--- src/rtl/mem_stage_pkg.sv ---
// Shared definitions for the memory stage.
// Holds the data/register widths, the stack-pointer register index, the
// handshake FSM state type and the EX->MEM control bundle.
package mem_stage_pkg;

  localparam int DATA_W = 32;
  localparam int REG_W  = 5;
  localparam logic [REG_W-1:0] SP_REG = 5'h1B;

  typedef enum logic {
    IDLE = 1'b0,
    WAIT = 1'b1
  } hs_state_t;

  // Control bits travelling from execute into the memory stage and on to
  // write-back.
  typedef struct packed {
    logic             reg_write;
    logic             mem_write;
    logic             mem_read;
    logic             mem_to_reg;
    logic             mem_src;
    logic             pop;
    logic [REG_W-1:0] dest_reg;
  } ex_ctrl_t;

  function automatic logic is_memop(input ex_ctrl_t c);
    return c.mem_read | c.mem_write;
  endfunction

endpackage

--- src/rtl/mem_handshake.sv ---
// Data-memory request/acknowledge sequencer with an ack timeout.
//
// state | meaning
// IDLE  | no access outstanding (an access may be acked in its first cycle)
// WAIT  | access outstanding, no ack yet, wait counter running
//
// Ports:
//   clk, rst_n - clock, async active-low reset
//   start      - stage holds a valid memory instruction
//   ack        - data-memory acknowledge
//   req        - request to data memory
//   done       - access acknowledged this cycle
//   timeout    - access abandoned this cycle (ACK_TIMEOUT wait cycles elapsed)
module mem_handshake
  import mem_stage_pkg::*;
#(
  parameter int ACK_TIMEOUT = 255
) (
  input  logic clk,
  input  logic rst_n,
  input  logic start,
  input  logic ack,
  output logic req,
  output logic done,
  output logic timeout
);

  localparam logic [7:0] LAST_CNT = 8'(ACK_TIMEOUT - 1);

  hs_state_t  state;
  logic [7:0] wait_cnt;

  // The request is simply the registered stage contents, so it is held
  // steady until the stage is released and drops with the async reset.
  assign req     = start;
  assign done    = start && ack;
  // The counter would reach ACK_TIMEOUT on this edge.
  assign timeout = start && !ack && (state == WAIT) && (wait_cnt == LAST_CNT);

  always_ff @(posedge clk or negedge rst_n) begin
    if (!rst_n) begin
      state    <= IDLE;
      wait_cnt <= '0;
    end else begin
      case (state)
        IDLE: begin
          wait_cnt <= '0;
          if (start && !ack) state <= WAIT;
        end
        WAIT: begin
          if (!start || ack || timeout) begin
            state    <= IDLE;
            wait_cnt <= '0;
          end else begin
            wait_cnt <= wait_cnt + 8'd1;
          end
        end
        default: begin
          state    <= IDLE;
          wait_cnt <= '0;
        end
      endcase
    end
  end

endmodule

--- src/rtl/mem_stage.sv ---
// Memory stage of the pipeline: EX/MEM register, data-memory handshake,
// registered write-back outputs and a combinational forwarding tap.
//
// Ports:
//   clk, rst_n          - clock, async active-low reset
//   in_valid, *_in      - instruction and control bits from execute
//   EX_out              - ALU result / address when MemSrc_in=0
//   MemWrite_data       - store data
//   sp_in               - stack pointer / address when MemSrc_in=1
//   flush               - squash the held instruction
//   stall_out           - upstream must hold
//   dmem_*              - data-memory request/ack interface
//   wb_*                - registered write-back results
//   fwd_*               - forwarding view of the held instruction
//   mem_err             - one-cycle pulse after an ack timeout
module mem_stage
  import mem_stage_pkg::*;
#(
  parameter int ACK_TIMEOUT = 255
) (
  input  logic              clk,
  input  logic              rst_n,
  input  logic              in_valid,
  input  logic              RegWrite_in,
  input  logic              MemWrite_in,
  input  logic              MemRead_in,
  input  logic              MemToReg_in,
  input  logic              MemSrc_in,
  input  logic              pop_in,
  input  logic [REG_W-1:0]  DestReg_in,
  input  logic [DATA_W-1:0] EX_out,
  input  logic [DATA_W-1:0] MemWrite_data,
  input  logic [DATA_W-1:0] sp_in,
  input  logic              flush,
  output logic              stall_out,
  output logic              dmem_req,
  output logic              dmem_we,
  output logic [DATA_W-1:0] dmem_addr,
  output logic [DATA_W-1:0] dmem_wdata,
  input  logic [DATA_W-1:0] dmem_rdata,
  input  logic              dmem_ack,
  output logic              wb_valid,
  output logic              wb_RegWrite,
  output logic              wb_pop,
  output logic [REG_W-1:0]  wb_DestReg,
  output logic [DATA_W-1:0] wb_data,
  output logic              fwd_valid,
  output logic [REG_W-1:0]  fwd_dest,
  output logic [DATA_W-1:0] fwd_data,
  output logic              mem_err
);

  ex_ctrl_t          in_ctrl;
  ex_ctrl_t          s_ctrl;
  logic              s_valid;
  logic              s_flushed;
  logic [DATA_W-1:0] s_ex;
  logic [DATA_W-1:0] s_wdata;
  logic [DATA_W-1:0] s_sp;

  logic memop;
  logic start;
  logic hs_done;
  logic hs_timeout;
  logic complete;
  logic squash;

  assign in_ctrl = '{
    reg_write:  RegWrite_in,
    mem_write:  MemWrite_in,
    mem_read:   MemRead_in,
    mem_to_reg: MemToReg_in,
    mem_src:    MemSrc_in,
    pop:        pop_in,
    dest_reg:   DestReg_in
  };

  assign memop     = is_memop(s_ctrl);
  assign start     = s_valid && memop;
  assign stall_out = start && !dmem_ack;

  mem_handshake #(
    .ACK_TIMEOUT(ACK_TIMEOUT)
  ) u_hs (
    .clk    (clk),
    .rst_n  (rst_n),
    .start  (start),
    .ack    (dmem_ack),
    .req    (dmem_req),
    .done   (hs_done),
    .timeout(hs_timeout)
  );

  // Write wins when both read and write are set, which falls out of
  // driving dmem_we straight from the write bit.
  assign dmem_we    = s_ctrl.mem_write;
  assign dmem_addr  = s_ctrl.mem_src ? s_sp : s_ex;
  assign dmem_wdata = s_wdata;

  assign complete = s_valid && (!memop || hs_done || hs_timeout);
  // A flush seen while an access is outstanding is remembered so the
  // access still runs to ack/timeout but never writes back.
  assign squash   = flush || s_flushed;

  assign fwd_valid = s_valid && s_ctrl.reg_write && !s_ctrl.mem_to_reg;
  assign fwd_dest  = s_ctrl.dest_reg;
  assign fwd_data  = s_ex;

  always_ff @(posedge clk or negedge rst_n) begin
    if (!rst_n) begin
      s_valid   <= 1'b0;
      s_flushed <= 1'b0;
      s_ctrl    <= '0;
      s_ex      <= '0;
      s_wdata   <= '0;
      s_sp      <= '0;
    end else if (!stall_out) begin
      s_valid   <= in_valid && !flush;
      s_flushed <= 1'b0;
      if (in_valid) begin
        s_ctrl  <= in_ctrl;
        s_ex    <= EX_out;
        s_wdata <= MemWrite_data;
        s_sp    <= sp_in;
      end
    end else if (hs_timeout) begin
      // Abandoned access frees the stage; upstream is taken next cycle.
      s_valid   <= 1'b0;
      s_flushed <= 1'b0;
    end else if (flush) begin
      s_flushed <= 1'b1;
    end
  end

  always_ff @(posedge clk or negedge rst_n) begin
    if (!rst_n) begin
      wb_valid    <= 1'b0;
      wb_RegWrite <= 1'b0;
      wb_pop      <= 1'b0;
      wb_DestReg  <= '0;
      wb_data     <= '0;
      mem_err     <= 1'b0;
    end else begin
      wb_valid <= complete && !squash;
      mem_err  <= hs_timeout;
      if (complete && !squash) begin
        wb_RegWrite <= s_ctrl.reg_write && !hs_timeout;
        wb_pop      <= s_ctrl.pop && !hs_timeout;
        wb_DestReg  <= s_ctrl.dest_reg;
        wb_data     <= s_ctrl.mem_to_reg ? dmem_rdata : s_ex;
      end
    end
  end

endmodule

--- config.mk ---
export PLATFORM = sky130hd
export DESIGN_NAME = mem_stage
export DESIGN_NICKNAME = d
export VERILOG_FILES = /design/src/rtl/mem_stage_pkg.sv /design/src/rtl/mem_handshake.sv /design/src/rtl/mem_stage.sv
export SDC_FILE = /design/constraint.sdc
export NUM_CORES = 1
export LEC_CHECK = 0
export CORE_MARGIN = 1.5
export CORE_UTILIZATION = 30
export DETAILED_ROUTE_END_ITERATION = 16
export PLACE_DENSITY_LB_ADDON = 0.2
export RECOVER_POWER = 100
export SYNTH_ARGS = -nofsm -noshare
export SYNTH_HDL_FRONTEND = slang
export SYNTH_SLANG_ARGS = --single-unit
--- constraint.sdc ---
create_clock -name clk -period 2.9 [get_ports clk]
set_clock_uncertainty 0.2 [all_clocks]
set_input_delay 0.58 -clock clk [delete_from_list [all_inputs] [get_ports clk]]
set_output_delay 0.58 -clock clk [all_outputs]
set_load 0.05 [all_outputs]
**Signal wires on met3**

Scale bar: 50 um.
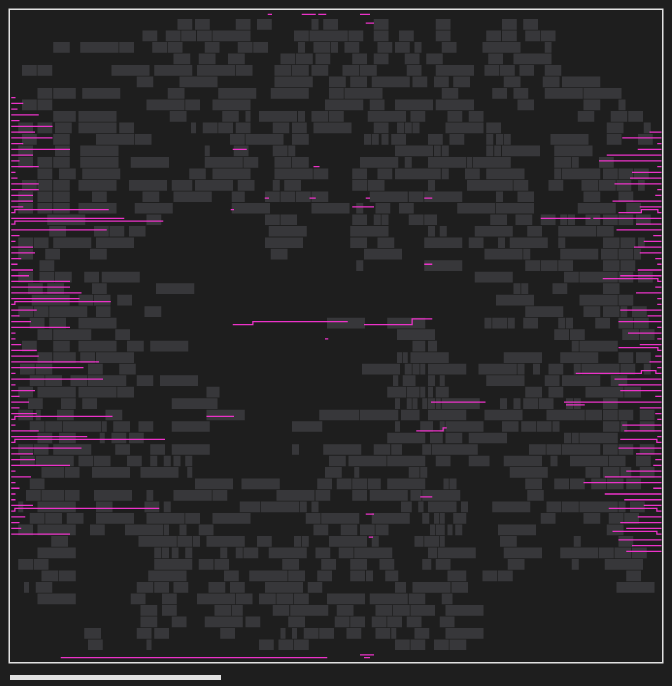
nets with wire on the layer	162
wire length on this layer	1,310 um
longest straight run	62.8 um
share of all routed wire	6.8%
final WL: 19,300 um
detailed-route via count: 4,997
met3 GRT Util: 0.0465

**Clock wires, drivers and flops**

Scale bar: 50 um.
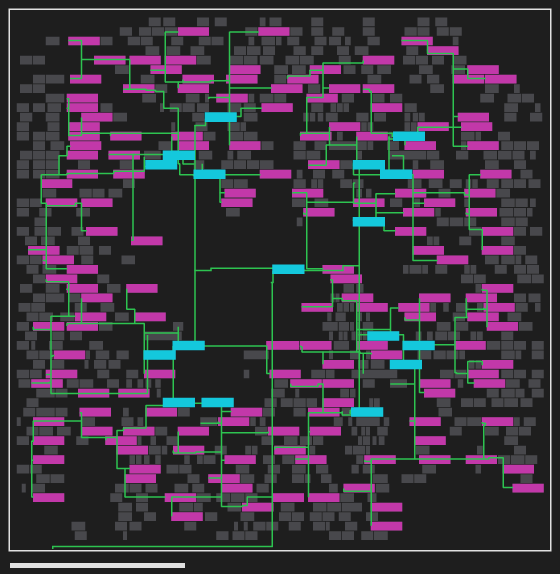
[cyan] clock-net drivers | count: 17
[magenta] flip-flops | count: 159
[green] clock wires | length: 2,110 um
flops lie	all over the die
clock share of power: 0.273
clk_lat worst skew: 0.41 ns
clk pwr: 2.39 mW

**The metal 2 layer**

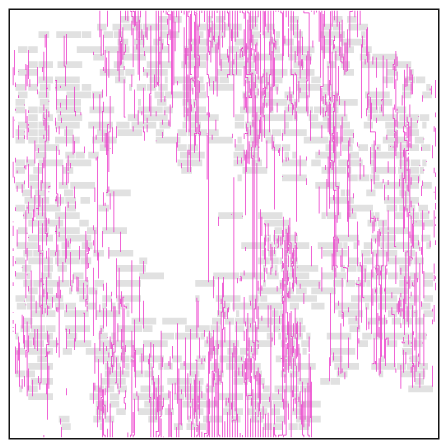
nets with wire on the layer	827
wire length on this layer	9,550 um
main direction	vertical
longest straight run	70.4 um
met2 Use GR: 0.283

==> results.cfg <==
; yosys + openroad results
[outcome]
outcome = finished clean

[cts]
cts_root_buffer = clkbuf_16
h-tree-depth = 4
ctsResizeCount = 0
cts.sinks = 159
clk_pin_slew_ns = 0.06

[layout]
antennaDiodeCount = 0
clk_share = 0.0609
clkbuf_count = 23
layout.cells.non_filler = 1067
lay_top_cells = dfrtp_1 (158), clkdlybuf4s50_1 (141), dlygate4sd3_1 (114), mux2_2 (113), a21oi_1 (64)
nFlopsAndLatches = 159
n_all_inverters = 4
sh_comb_area = 0.248
design_area_um2 = 10400
n_all_buffers = 303
nets = 916
bufAreaShareNonClock = 0.272

[detailed_routing]
first_pass_iters = 4
met2_length_um = 9550
wl_met3_um = 1310
m1WireLength_um = 7910
ant_nets = 0

[global_routing]
antenna_found_initial = 0
grt_pass1_wl_um = 30200
grt_max_degree = 65

[pwr]
ir_drop_v = 0.000305
p_switching_mw = 3.47
seq_power_mw = 2.93
switching_share = 0.395
power_mw = 8.77
power_top_consumer = combinational logic
p_comb_mw = 3.45
seq_power_share = 0.334

[timing]
rsz0062_at_grt = no
worst_pin_slew_ns = 1.03
finalCriticalPeriod_ns = 2.66
final.setup.worst_slack_ns = 0.244
slew_violations = 0

[critical_path]
crit_path_end = dmem_addr[1]
crit_fanout = 22
r2r_slack_ns = 0.33
cp-start-kind = flop
path_depth = 3
endpoint_kind = output pin
cp_slowest_cell = dfrtp_2
r2r-start = u_hs.wait_cnt[0]$_DFF_PN0_
reg2reg_to = wb_data[31]$_DFFE_PN0P_

[yosys]
synth_seq_share = 0.579
synthArstFlopShare = 1.00
synthesis.nets = 628
edf_count = 0
syn_area_um2 = 6880
yosys-stat-area_um2 = 6880
synth_cells = 482
yosys_warnings = 0
synth-simple-area-share = 0.0227
top_cells_by_count = dfrtp_1 (159), mux2_2 (114), a21oi_1 (64), mux2i_1 (32), mux2_4 (30)
ys_cells = 482
ys_sh_aoi = 0.0559
synth.area.mux_share = 0.299
ys_seq_elements = 159
adder_share = 0.00364
synthFlopType = dfrtp_1

[floorplan]
io_pins = 290
chip_area_um2 = 23800
fp.dieW_um = 154
num_rows = 55

[placement]
place_area_um2 = 10000
place_inst = 1035
place_hpwl_um = 13800

[hold_path]
min_to = dmem_wdata[19]$_DFFE_PN0P_
hp-start = dmem_wdata[19]$_DFFE_PN0P_
hold_path_class = flop to flop
min_path_cells = 1
**Signal wires by layer**

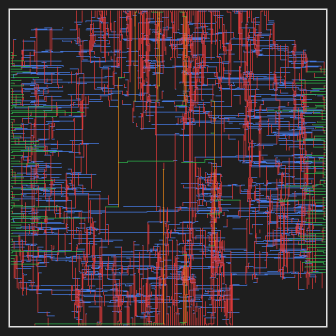
color	layer	wire length
blue	M1	7,910 um
orange	M4	481 um
red	M2	9,550 um
green	M3	1,310 um
wire length per cell: 18.0 um
GRT Total Usage: 0.164

**Congestion heat map**

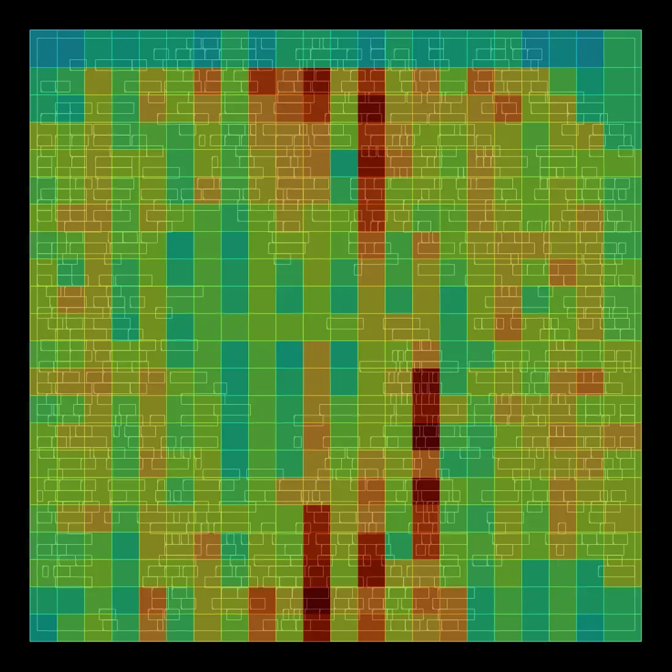
fin util: 0.460
GR Util met1: 0.194
global route hottest layer: met2

No activity file was given, so power comes from the tool's default toggle rates.
